clk_routes.png
Scale: 1.5 px per um.
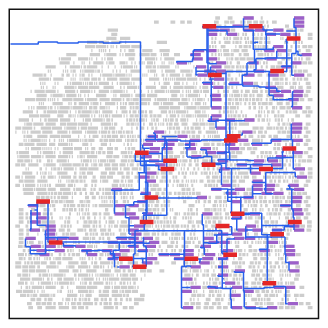
flops_by_reg.png
Scale: 1.5 px per um. Other sequential cells in the stronger grey, the rest of the logic in the fainter grey.
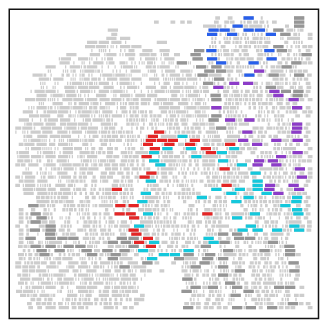
placement_by_type.png
Scale: 1.5 px per um.
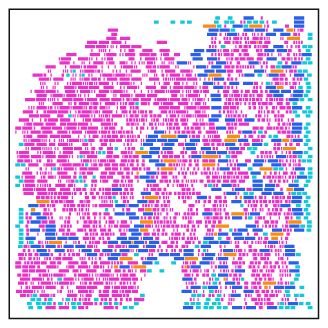
==> config.mk <==
export PLATFORM = sky130hd
export DESIGN_NAME = am_error_monitor
export DESIGN_NICKNAME = d
export VERILOG_FILES = /design/src/rtl/am_pkg.sv /design/src/rtl/am_err_pipe.sv /design/src/rtl/am_error_monitor.sv
export SDC_FILE = /design/constraint.sdc
export NUM_CORES = 1
export LEC_CHECK = 0
export CORE_MARGIN = 3
export CORE_UTILIZATION = 55
export DETAILED_ROUTE_END_ITERATION = 8
export GPL_ROUTABILITY_DRIVEN = 0
export PLACE_DENSITY = 0.76
export SLEW_MARGIN = 20
export SYNTH_ARGS = -nofsm -noshare
export SYNTH_HDL_FRONTEND = slang
export SYNTH_HIERARCHICAL = 1
export SYNTH_SLANG_ARGS = --single-unit
==> constraint.sdc <==
create_clock -name clk -period 9.88 [get_ports clk]
set_clock_uncertainty 0.05 [all_clocks]
set_input_delay 0.988 -clock clk [delete_from_list [all_inputs] [get_ports clk]]
set_output_delay 0.988 -clock clk [all_outputs]
set_load 0.05 [all_outputs]
==> job_summary.md <==
## Implementation flow summary

| Metric | Value |
|---|---|
| Most common logic cell in the routed design | sky130_fd_sc_hd__inv_1 |
| Final WL | 56600 um |
| Run status | finished clean |
| Number of well taps | 518 |
| Multi-Input Combinational | 1947 |
| Number of nets in the finished design | 3242 |
| Data arrival at the endpoint of the critical path | 9780 ps |
| Synth Warn # | 6 |
| Slew Viols, Final | 0 |
| Leading cell type by number of instances after synthesis | sky130_fd_sc_hd__inv_1 |
| CTS buffer count | 26 |
| Drt wl/cell | 17.1 um |
| Sequential-to-total area share from yosys stat | 0.210 |
| Area of the mapped netlist | 0.0218 mm2 |
| Top flip-flop cell by instance count after synthesis | sky130_fd_sc_hd__dfxtp_1 |
| Cell type contributing the most total cell area after synthesis | sky130_fd_sc_hd__dfxtp_1 |
| Clock Buffer Count | 37 |
| Largest net degree at the start of global routing | 94 |
| Floorplan utilization | 0.561 |
| Gate count after technology mapping | 2622 |
| Count of routing violations after the opening detailed-route iteration | 1264 |
| Clk buf depth | 3 |
| GR Layer Usage met1 | 0.362 |
| Number of setup buffers added after CTS | 0 |
| Horizontal die dimension | 205 um |
| Setup violations, final | 0 |
| Hold slack final | 419 ps |
| Cell class with the largest area share | multi-input combinational cells |
| Met2 wirelength from detailed routing | 26800 um |
| Fill count | 3324 |
| Floorplan die area | 0.0421 mm2 |
| Final clock period utilization by the worst path | 0.956 |
| Endpoint kind of the worst setup timing path | register |
| Vertical extent of the die | 205 um |
| FF+latch count | 229 |
| Final worst setup slack | 432 ps |
| Ratio of routed vias to standard cells | 5.76 |
| Final hold violation count | 0 |
| Synthesized area per cell | 8.33 um2 |
| Maximum fanout encountered on the critical timing path | 9 |
| Class of the most critical hold timing path | reg -> reg |
| Most numerous logic cells after layout | sky130_fd_sc_hd__inv_1, sky130_fd_sc_hd__nor2_1, sky130_fd_sc_hd__dfxtp_1 |
| Area overhead of the layout relative to synthesis | 14.8% |
Back to the opening pictures, clk_routes.png:
[clock drivers] red | count: 26
[clock wires] blue | length: 2970 um
[flip-flops] purple | count: 229
routed clock nets: 27
clock latency on the worst-skew pair: 550 ps

Back to the opening pictures, flops_by_reg.png:
| name in the netlist | colour | placed flops |
|---|---|---|
| `sum_abs_err` | purple | 32 |
| `max_abs_err` | blue | 16 |
| `sum_sq_err` | cyan | 48 |
| `u_pipe/sq_err` | red | 30 |
not coloured: 103
area occupied by registers: 0.00459 mm2
Layout Utilization: 0.644
share of cell area taken by flip-flops and latches: 0.183

Back to the opening pictures, placement_by_type.png:
| class | colour | cells |
|---|---|---|
| combinational and other logic | magenta | 2301 |
| other buffers and delay cells | cyan | 209 |
| clock drivers and dummy loads | orange | 47 |
| flops | blue | 229 |
cell area after layout: 0.0251 mm2
Core Rows: 72
core outline area: 0.0389 mm2

logic make-up (layout without fill, tap and decap cells):
kind of cell | count (synthesis) | after routing | synth area share
buf+inv | 446 | 610 | 0.0780
xor+xnor | 144 | 144 | 0.0581
flops | 229 | 229 | 0.210
mux | 10 | 10 | 0.00458
simple gates | 819 | 819 | 0.181
fa+ha+maj | 423 | 423 | 0.312
compound gates | 550 | 550 | 0.156
other cells | 1 | 1 | 0.000172
worst max-delay path, delay by kind of cell (launching register included):
kind	cells	cell delay [ps]
AOI/OAI and AO/OA	12	2630
xor gates and xnor gates	1	460
adders and majority gates	9	4060
buffers and inverters	6	390
DFF	1	300
and+or+nand+nor	6	1370
